File: src/rtl/ifid_pipeline_if.sv
// ---------------------------------------------------------------------------
// ifid_pipeline_if
//
// Purpose : Bundles the IF->ID boundary signals of the 5-stage MIPS core.
//           The fetch side (and the hazard/branch logic) drive the request
//           group. The pipeline register drives the registered/decoded group.
//
// Signals :
//   opcode        fetched instruction word (IF)
//   pc_plus4      PC+4 of the fetched instruction
//   hazardflag    1 = hold the IF/ID register (stall)
//   flush         1 = replace the IF/ID contents with a bubble
//   ifidOpcode    registered instruction word
//   ifid_pc_plus4 registered PC+4
//   ifid_valid    1 = real instruction, 0 = bubble
//   id_*          MIPS field slices of ifidOpcode
//   stall_count   saturating count of stalled cycles since reset
//
// Handshake : there is no valid/ready pair on this boundary. The fetch side
//             presents opcode/pc_plus4 every cycle. The register accepts them
//             on a rising edge unless flush or hazardflag is high. A stalled
//             word is dropped, not queued; fetch must re-present it.
//
// Modports :
//   master  fetch/hazard side (drives inputs, observes outputs)
//   slave   the ifid_pipeline register itself
// ---------------------------------------------------------------------------
interface ifid_pipeline_if #(
    parameter int DATA_W = 32
);
    logic [DATA_W-1:0] opcode;
    logic [DATA_W-1:0] pc_plus4;
    logic              hazardflag;
    logic              flush;

    logic [DATA_W-1:0] ifidOpcode;
    logic [DATA_W-1:0] ifid_pc_plus4;
    logic              ifid_valid;
    logic [5:0]        id_op;
    logic [4:0]        id_rs;
    logic [4:0]        id_rt;
    logic [4:0]        id_rd;
    logic [4:0]        id_shamt;
    logic [5:0]        id_funct;
    logic [15:0]       id_imm;
    logic [15:0]       stall_count;

    modport master (
        output opcode,
        output pc_plus4,
        output hazardflag,
        output flush,
        input  ifidOpcode,
        input  ifid_pc_plus4,
        input  ifid_valid,
        input  id_op,
        input  id_rs,
        input  id_rt,
        input  id_rd,
        input  id_shamt,
        input  id_funct,
        input  id_imm,
        input  stall_count
    );

    modport slave (
        input  opcode,
        input  pc_plus4,
        input  hazardflag,
        input  flush,
        output ifidOpcode,
        output ifid_pc_plus4,
        output ifid_valid,
        output id_op,
        output id_rs,
        output id_rt,
        output id_rd,
        output id_shamt,
        output id_funct,
        output id_imm,
        output stall_count
    );
endinterface

File: src/rtl/ifid_pipeline.sv
// ---------------------------------------------------------------------------
// ifid_pipeline
//
// Purpose : IF/ID pipeline register of the 5-stage MIPS core. It captures the
//           fetched instruction and PC+4 on each rising clock edge. It holds
//           them while the hazard unit stalls, and loads a NOP bubble on a
//           branch/jump flush. It also presents pre-split MIPS fields to
//           decode, plus a valid bit and a saturating stall counter.
//
// Ports   :
//   clk    rising-edge clock
//   reset  asynchronous, active-high reset
//   bus    ifid_pipeline_if.slave
//            in : opcode, pc_plus4, hazardflag, flush
//            out: ifidOpcode, ifid_pc_plus4, ifid_valid,
//                 id_op, id_rs, id_rt, id_rd, id_shamt, id_funct, id_imm,
//                 stall_count
//
// Update priority on each rising edge (after reset):
//   flush > hazardflag > normal load
//
// DATA_W must equal the DATA_W of the connected interface instance. The
// field slices assume a 32-bit MIPS instruction word.
// ---------------------------------------------------------------------------
module ifid_pipeline #(
    parameter int                DATA_W   = 32,
    parameter logic [DATA_W-1:0] NOP_WORD = 32'h0000_0000
) (
    input  logic                 clk,
    input  logic                 reset,
    ifid_pipeline_if.slave       bus
);

    localparam logic [15:0] STALL_MAX = 16'hFFFF;

    // Registered state
    logic [DATA_W-1:0] instr_q;
    logic [DATA_W-1:0] pc4_q;
    logic              valid_q;
    logic [15:0]       stall_cnt_q;

    // Next-state selection
    logic [DATA_W-1:0] instr_d;
    logic [DATA_W-1:0] pc4_d;
    logic              valid_d;
    logic [15:0]       stall_cnt_d;

    always_comb begin
        instr_d     = instr_q;
        pc4_d       = pc4_q;
        valid_d     = valid_q;
        stall_cnt_d = stall_cnt_q;

        if (bus.flush) begin
            // The bubble wins even when a stall is also requested. A flushed
            // edge is not a stalled edge, so the counter does not move.
            instr_d = NOP_WORD;
            pc4_d   = '0;
            valid_d = 1'b0;
        end else if (bus.hazardflag) begin
            // Hold everything; only the stall statistic advances. The
            // counter saturates rather than wrapping, so it never reads low
            // after a long stall.
            if (stall_cnt_q != STALL_MAX) begin
                stall_cnt_d = stall_cnt_q + 16'd1;
            end
        end else begin
            instr_d = bus.opcode;
            pc4_d   = bus.pc_plus4;
            valid_d = 1'b1;
        end
    end

    always_ff @(posedge clk or posedge reset) begin
        if (reset) begin
            instr_q     <= NOP_WORD;
            pc4_q       <= '0;
            valid_q     <= 1'b0;
            stall_cnt_q <= '0;
        end else begin
            instr_q     <= instr_d;
            pc4_q       <= pc4_d;
            valid_q     <= valid_d;
            stall_cnt_q <= stall_cnt_d;
        end
    end

    // Outputs come only from registers. The field slices read the registered
    // word, so no input reaches decode combinationally.
    assign bus.ifidOpcode    = instr_q;
    assign bus.ifid_pc_plus4 = pc4_q;
    assign bus.ifid_valid    = valid_q;
    assign bus.stall_count   = stall_cnt_q;

    assign bus.id_op    = instr_q[31:26];
    assign bus.id_rs    = instr_q[25:21];
    assign bus.id_rt    = instr_q[20:16];
    assign bus.id_rd    = instr_q[15:11];
    assign bus.id_shamt = instr_q[10:6];
    assign bus.id_funct = instr_q[5:0];
    assign bus.id_imm   = instr_q[15:0];

endmodule

File: src/flat_wrapper.sv
// flat-port wrapper written by rule: the top's interface ports become plain ports
module ifid_pipeline_flat 
#(
    parameter int                DATA_W   = 32,
    parameter logic [DATA_W-1:0] NOP_WORD = 32'h0000_0000
)
  (clk, reset, bus_opcode, bus_pc_plus4, bus_hazardflag, bus_flush, bus_ifidOpcode, bus_ifid_pc_plus4, bus_ifid_valid, bus_id_op, bus_id_rs, bus_id_rt, bus_id_rd, bus_id_shamt, bus_id_funct, bus_id_imm, bus_stall_count);
  ifid_pipeline_if #(.DATA_W(DATA_W)) bus_i ();
  input  logic clk;
  input  logic reset;
  input wire logic [$bits(bus_i.opcode)-1:0] bus_opcode;
  input wire logic [$bits(bus_i.pc_plus4)-1:0] bus_pc_plus4;
  input wire logic [$bits(bus_i.hazardflag)-1:0] bus_hazardflag;
  input wire logic [$bits(bus_i.flush)-1:0] bus_flush;
  output wire logic [$bits(bus_i.ifidOpcode)-1:0] bus_ifidOpcode;
  output wire logic [$bits(bus_i.ifid_pc_plus4)-1:0] bus_ifid_pc_plus4;
  output wire logic [$bits(bus_i.ifid_valid)-1:0] bus_ifid_valid;
  output wire logic [$bits(bus_i.id_op)-1:0] bus_id_op;
  output wire logic [$bits(bus_i.id_rs)-1:0] bus_id_rs;
  output wire logic [$bits(bus_i.id_rt)-1:0] bus_id_rt;
  output wire logic [$bits(bus_i.id_rd)-1:0] bus_id_rd;
  output wire logic [$bits(bus_i.id_shamt)-1:0] bus_id_shamt;
  output wire logic [$bits(bus_i.id_funct)-1:0] bus_id_funct;
  output wire logic [$bits(bus_i.id_imm)-1:0] bus_id_imm;
  output wire logic [$bits(bus_i.stall_count)-1:0] bus_stall_count;
  assign bus_i.opcode = bus_opcode;
  assign bus_i.pc_plus4 = bus_pc_plus4;
  assign bus_i.hazardflag = bus_hazardflag;
  assign bus_i.flush = bus_flush;
  assign bus_ifidOpcode = bus_i.ifidOpcode;
  assign bus_ifid_pc_plus4 = bus_i.ifid_pc_plus4;
  assign bus_ifid_valid = bus_i.ifid_valid;
  assign bus_id_op = bus_i.id_op;
  assign bus_id_rs = bus_i.id_rs;
  assign bus_id_rt = bus_i.id_rt;
  assign bus_id_rd = bus_i.id_rd;
  assign bus_id_shamt = bus_i.id_shamt;
  assign bus_id_funct = bus_i.id_funct;
  assign bus_id_imm = bus_i.id_imm;
  assign bus_stall_count = bus_i.stall_count;
  ifid_pipeline #(.DATA_W(DATA_W), .NOP_WORD(NOP_WORD)) u_core (.clk(clk), .reset(reset), .bus(bus_i));
endmodule
File: config.mk
export PLATFORM = sky130hd
export DESIGN_NAME = ifid_pipeline_flat
export DESIGN_NICKNAME = d
export VERILOG_FILES = /design/src/rtl/ifid_pipeline_if.sv /design/src/rtl/ifid_pipeline.sv /design/src/flat_wrapper.sv
export SDC_FILE = /design/constraint.sdc
export NUM_CORES = 1
export LEC_CHECK = 0
export ABC_AREA = 0
export CORE_MARGIN = 3
export CORE_UTILIZATION = 35
export DETAILED_ROUTE_END_ITERATION = 8
export HOLD_SLACK_MARGIN = 0.06
export PLACE_DENSITY = 0.75
export SLEW_MARGIN = 5
export SYNTH_ARGS = -nofsm -noshare
export SYNTH_HDL_FRONTEND = slang
export SYNTH_SLANG_ARGS = --single-unit
File: constraint.sdc
create_clock -name clk -period 2.1 [get_ports clk]
set_input_delay 0.21 -clock clk [delete_from_list [all_inputs] [get_ports clk]]
set_output_delay 0.21 -clock clk [all_outputs]
set_load 0.03 [all_outputs]
Fig. 1: run 1, layout detail
The bar under the picture is 5 um long. Window x 17 to 37, y 72 to 92 um. Cells in gray, sequential cells in the stronger gray; small squares are vias.
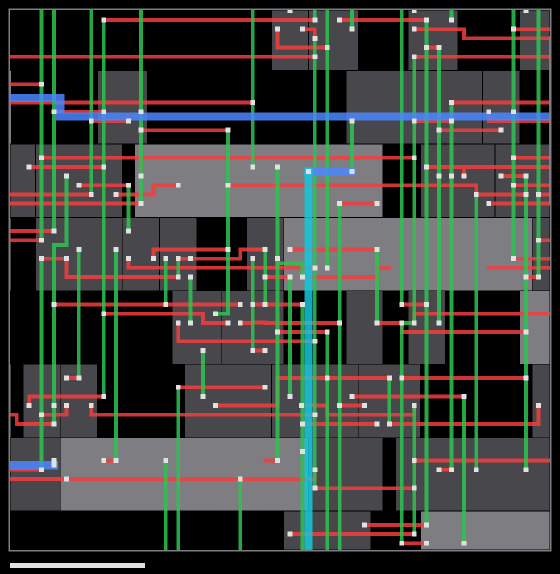
layer	color
M4	cyan
M2	green
M1	red
M3	blue
cells with their middle in the window	30
sequential cells in the window	4
most frequent	nor2_1 (6), xor2_1 (4), dfrtp_1 (4)
netlist names of flops here include	u_core.bus.stall_count (4)

Fig. 2: run 1, track usage over the die
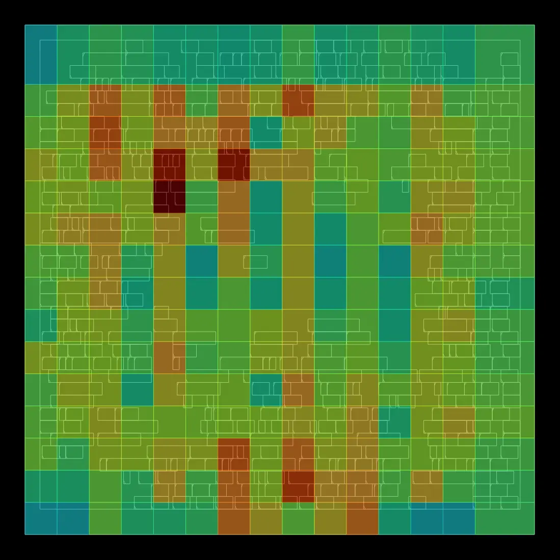
Total Routing Usage GR: 0.155
met1 usage: 0.185
busiest layer in global routing: met2
met3 Track Usage GR: 0.0493
wire per inst: 14.7 um

Fig. 3: run 1, M1 wires
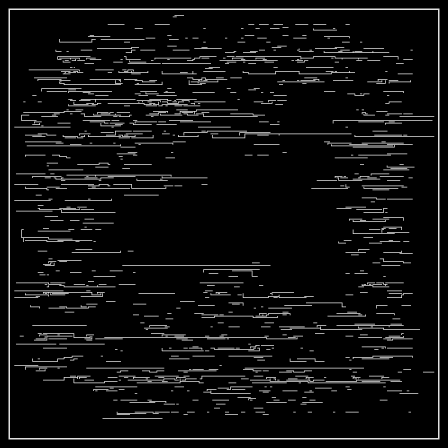
nets with wire on the layer	439
main direction	horizontal
longest straight run	41.4 um

==> metrics.cfg, run 1 <==
[synthesis]
avgSynthCellArea_um2 = 11.4
yosys.area.top_type = dfrtp_1
top_area_frac = 0.542
syn_nets = 397
topCellsByArea = dfrtp_1 (54%), mux2i_1 (17%), buf_4 (9.6%), nor2_1 (7.2%), xor2_1 (3.3%)
simple_gate_share = 0.120
ys_seq_share = 0.542
synthCells = 328
mux_area_frac = 0.175
aoi_share = 0.00870
topCombFamilyByArea = multiplexers
yosys_cells = 328
ys_seq_elements = 81
ys_types = 25
adder_share = 0.00335
ys_area_um2 = 3740

[setup_path]
crit_start = u_core.bus.stall_count[0]$_DFFE_PP0P_
critPathKind = reg -> reg
r2r-start = u_core.bus.stall_count[0]$_DFFE_PP0P_
endpoint_kind = flip-flop
cp.required_ps = 2340
path_cells = ha_1 -> nand3_1 -> o41ai_4 -> mux2_4
cp.arrival_ps = 2120
cp-start-kind = flip-flop
cpMaxStageDelayCell = o41ai_4
cp_max_fo = 9
cp_slowest_stage_delay_ps = 580

[cts]
cts-root-buf = clkbuf_8
cts-buffers-inserted = 9
hold_buffers = 0
cts_resized = 0
clockBufferDepth = 2
clk_pin_slew_ps = 90
htree_levels = 3
tritoncts = yes
clk_latency_ps = 340
cts_sinks = 81

[detailed_routing]
drt_iter0_drc = 137
ant_nets = 0
wl_mm = 9.08
viasPerCell = 4.57
drt-pass1-iter-count = 4

[final_timing]
fin_ws_ps = 220
tns_ps = 0
rsz0062_at_grt = false
relSlewSlack = 0.528
hold_slack_ps = 269
worst_slew_pin_slew_ps = 708
hold_viol_final = 0
fin_skew_ps = 11.3
setup_viol = 0
min_period_ps = 1880
min_period_over_period = 0.895

[power]
p_seq_frac = 0.443
leakage_nw = 2.63
p_per_area_nw_per_um2 = 717
power_switching_mw = 1.31
power_mw = 4.09
pwr-share-clk = 0.271
p_int_mw = 2.78
pwr-share-comb = 0.286

[placed_design]
place_congestion = 0.807
post_dp_cell_area_um2 = 5510
post-place-ws_ps = 163
io_buffers = 196
dp_hpwl_mm = 6.62
place_inst = 602

[layout]
final_cell_mix = clkdlybuf4s50_1 (194), dfrtp_1 (81), nor2_1 (72), mux2i_1 (64), xor2_1 (14)
fin_cells = 618
final_area_um2 = 5700
fin_util = 0.550
nNetsFinal = 546
drive_above_1_share = 0.0498
lay_top_count = clkdlybuf4s50_1
syn_to_final_growth_pct = 52.6

[die]
io_pins = 197
die_area_um2 = 12000
rows = 37
fp-utilization = 0.360
die_x_um = 109
die_h_um = 109
core_area_um2 = 10400

[grt]
grt_pass1_wl_mm = 14.5
antenna_found_initial = 0
grt-ovfl-total = 0
grt_pass1_vias = 2879

[run]
max_cap_violations = 0
tool_warnings = 26

[status]
outcome = completed

run 1: layout make-up:
type                       instances  area (um2)
inverter                           3        15.0
tap                              136         170
clock inverter                     4        53.8
sequential                        81        2030
timing repair buffer             200        2020
fill                             893        4670
clock buffer                      12         135
multi-input combinational        182        1280
run 1: synth_stat cells (all sizes together):
library cell / number
a21oi: 1
and4: 2
buf: 53
clkbuf: 9
dfrtp: 81
ha: 1
inv: 3
mux2: 1
mux2i: 64
nand2: 6
nand3: 3
nand3b: 1
nand4: 6
nor2: 72
nor2b: 1
nor3: 3
nor3b: 1
nor4: 3
nor4b: 1
o41ai: 1
xnor2: 1
xor2: 14
run 1: metal layers:
layer	global-route usage	share of wire	routed length, um	vias to the layer above
li1	-	-	-	1331
met1	0.185	0.39	3520	1356
met2	0.262	0.50	4540	127
met3	0.0493	0.098	886	11
met4	0.0534	0.015	134	0
met5	0	0	0	-
run 1: power by group through the flow:
stage                     logic (mW)  registers (mW)  clock network [mW]
after floorplan                0.448            2.07                   0
after global placement          1.16            1.83                   0
after detailed placement        1.18            1.84                   0
after CTS                       1.18            1.81                1.15
after global routing            1.25            1.83                1.24
final                           1.17            1.81                1.11
run 1: worst paths after layout:
path                                                           end  slack (ps)  depth (start not counted)
min                        u_core.bus.ifid_pc_plus4[6]$_DFFE_PP0P_         270                          2
min reg2reg                 u_core.bus.stall_count[15]$_DFFE_PP0P_         520                          1
max in group asynchronous  u_core.bus.ifid_pc_plus4[2]$_DFFE_PP0P_        1260                          3
max reg2reg                  u_core.bus.stall_count[1]$_DFFE_PP0P_         220                          4
min in group clk             u_core.bus.stall_count[0]$_DFFE_PP0P_         300                          4
max                          u_core.bus.stall_count[1]$_DFFE_PP0P_         220                          4
==> run 2: changes to the inputs <==
--- a/config.mk
+++ b/config.mk
@@ -5,13 +5,12 @@
 export SDC_FILE = /design/constraint.sdc
 export NUM_CORES = 1
 export LEC_CHECK = 0
-export ABC_AREA = 0
 export CORE_MARGIN = 3
 export CORE_UTILIZATION = 35
 export DETAILED_ROUTE_END_ITERATION = 8
 export HOLD_SLACK_MARGIN = 0.06
 export PLACE_DENSITY = 0.75
-export SLEW_MARGIN = 5
+export SLEW_MARGIN = 10
 export SYNTH_ARGS = -nofsm -noshare
 export SYNTH_HDL_FRONTEND = slang
 export SYNTH_SLANG_ARGS = --single-unit
Fig. 4: run 2, layout detail
The bar under the picture is 5 um long. Window x 17 to 37, y 72 to 92 um. Cells in gray, sequential cells in the stronger gray; small squares are vias.
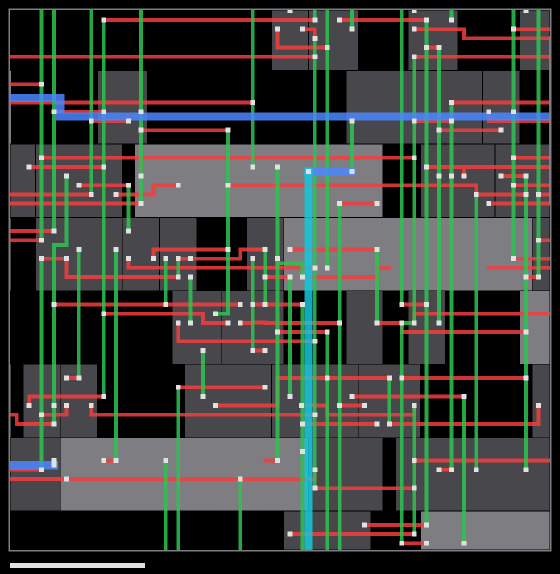
layer	color
M2	green
M4	cyan
M3	blue
M1	red
netlist names of flops here include	u_core.bus.stall_count (4)
most frequent	nor2_1 (6), xor2_1 (4), dfrtp_1 (4)
sequential cells in the window	4
cells with their middle in the window	30

==> metrics.cfg, run 2 <==
[final_timing]
min_period_ps = 1880
hold_viol_final = 0
relSlewSlack = 0.528
hold_slack_ps = 269

[power]
p_seq_frac = 0.443
leakage_nw = 2.63
pwr-share-comb = 0.286
pg_clk_mw = 1.11
power_mw = 4.09
power.group.top = registers
pwr-share-clk = 0.271
power_switching_mw = 1.31

[cts]
clk_latency_ps = 340
clockBufferDepth = 2
cts-buffers-inserted = 9
tritoncts = yes
clk_pin_slew_ps = 90

[setup_path]
reg2reg_to = u_core.bus.stall_count[1]$_DFFE_PP0P_
path_cells = ha_1 -> nand3_1 -> o41ai_4 -> mux2_4
cp.required_ps = 2340
critPathKind = reg -> reg
r2r-start = u_core.bus.stall_count[0]$_DFFE_PP0P_
reg2reg_slack_ps = 220
cp.arrival_ps = 2120
cp_max_fo = 9
cp_slowest_stage_delay_ps = 580
rr_worst_depth = 4
endpoint_kind = flip-flop
cp-start-kind = flip-flop

[synthesis]
ys_area_um2 = 3740
async_reset_ff_frac = 1.00
top_area_frac = 0.542
mux_area_frac = 0.175
aoi_share = 0.00870
yosys.area.top_type = dfrtp_1
synthTopCellsByCount = dfrtp_1 (81), nor2_1 (72), mux2i_1 (64), buf_4 (48), xor2_1 (14)
ys_seq_share = 0.542
topCellsByArea = dfrtp_1 (54%), mux2i_1 (17%), buf_4 (9.6%), nor2_1 (7.2%), xor2_1 (3.3%)
synthCells = 328
edf_count = 0

[layout]
nNetsFinal = 546
final_cell_mix = clkdlybuf4s50_1 (194), dfrtp_1 (81), nor2_1 (72), mux2i_1 (64), xor2_1 (14)
fin_util = 0.550
final_area_um2 = 5700

[placed_design]
place_inst = 602
io_buffers = 196
post-place-ws_ps = 163
place_congestion = 0.807

[detailed_routing]
drt_iter0_drc = 137
dr_wl_met3_um = 886
wl_met2_mm = 4.54
drt-pass1-iter-count = 4
wl_mm = 9.08
ant_nets = 0

[run]
max_cap_violations = 0
tool_warnings = 26

[die]
core_area_um2 = 10400
fp-utilization = 0.360
die_x_um = 109
io_pins = 197
rows = 37
die_h_um = 109

[grt]
grtUsageTotal = 0.155
grt_pass1_vias = 2879
antenna_found_initial = 0
grt_pass1_wl_mm = 14.5

[status]
outcome = completed

Fig. 5: run 2, M1 wires
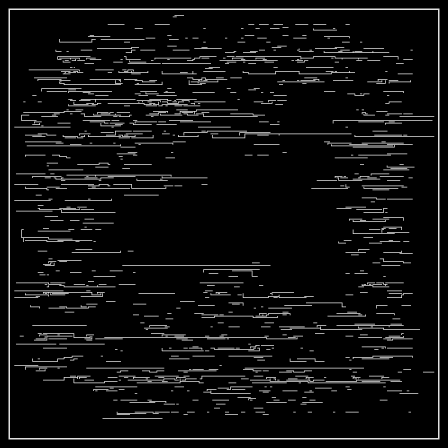
main direction	horizontal
share of all routed wire	39%
wire length on this layer	3520 um

==> run 2: cell counts in the layout (fill, tap and decap cells not counted) <==
Identical to the previous run, type by type.
==> run 2: area by class of cell <==
type | instances | area [um2]
clock buffer | 12 | 135
clock inverter | 4 | 53.8
fill | 893 | 4670
inverter | 3 | 15.0
multi-input combinational | 182 | 1280
sequential | 81 | 2030
tap | 136 | 170
timing repair buffer | 200 | 2020
==> run 2: worst max path at each step <==
| stage | from | end | slack (ps) | depth (start not counted) |
|---|---|---|---|---|
| after global routing | u_core.bus.stall_count[0]$_DFFE_PP0P_ | u_core.bus.stall_count[5]$_DFFE_PP0P_ | 40 | 5 |
| after floorplan | u_core.bus.stall_count[0]$_DFFE_PP0P_ | u_core.bus.stall_count[1]$_DFFE_PP0P_ | 170 | 4 |
| after detailed placement | u_core.bus.stall_count[0]$_DFFE_PP0P_ | u_core.bus.stall_count[1]$_DFFE_PP0P_ | 160 | 4 |
| final | u_core.bus.stall_count[0]$_DFFE_PP0P_ | u_core.bus.stall_count[1]$_DFFE_PP0P_ | 220 | 4 |
| after CTS | u_core.bus.stall_count[0]$_DFFE_PP0P_ | u_core.bus.stall_count[1]$_DFFE_PP0P_ | 140 | 4 |
| after global placement | u_core.bus.stall_count[0]$_DFFE_PP0P_ | u_core.bus.stall_count[1]$_DFFE_PP0P_ | 230 | 4 |
==> run 2: layer usage <==
| layer | up-vias | global-route usage |
|---|---|---|
| met5 | - | 0 |
| met4 | 0 | 0.0534 |
| met3 | 11 | 0.0493 |
| met2 | 127 | 0.262 |
| met1 | 1356 | 0.185 |
| li1 | 1331 | - |
Power is estimated from default activity; no workload was simulated.
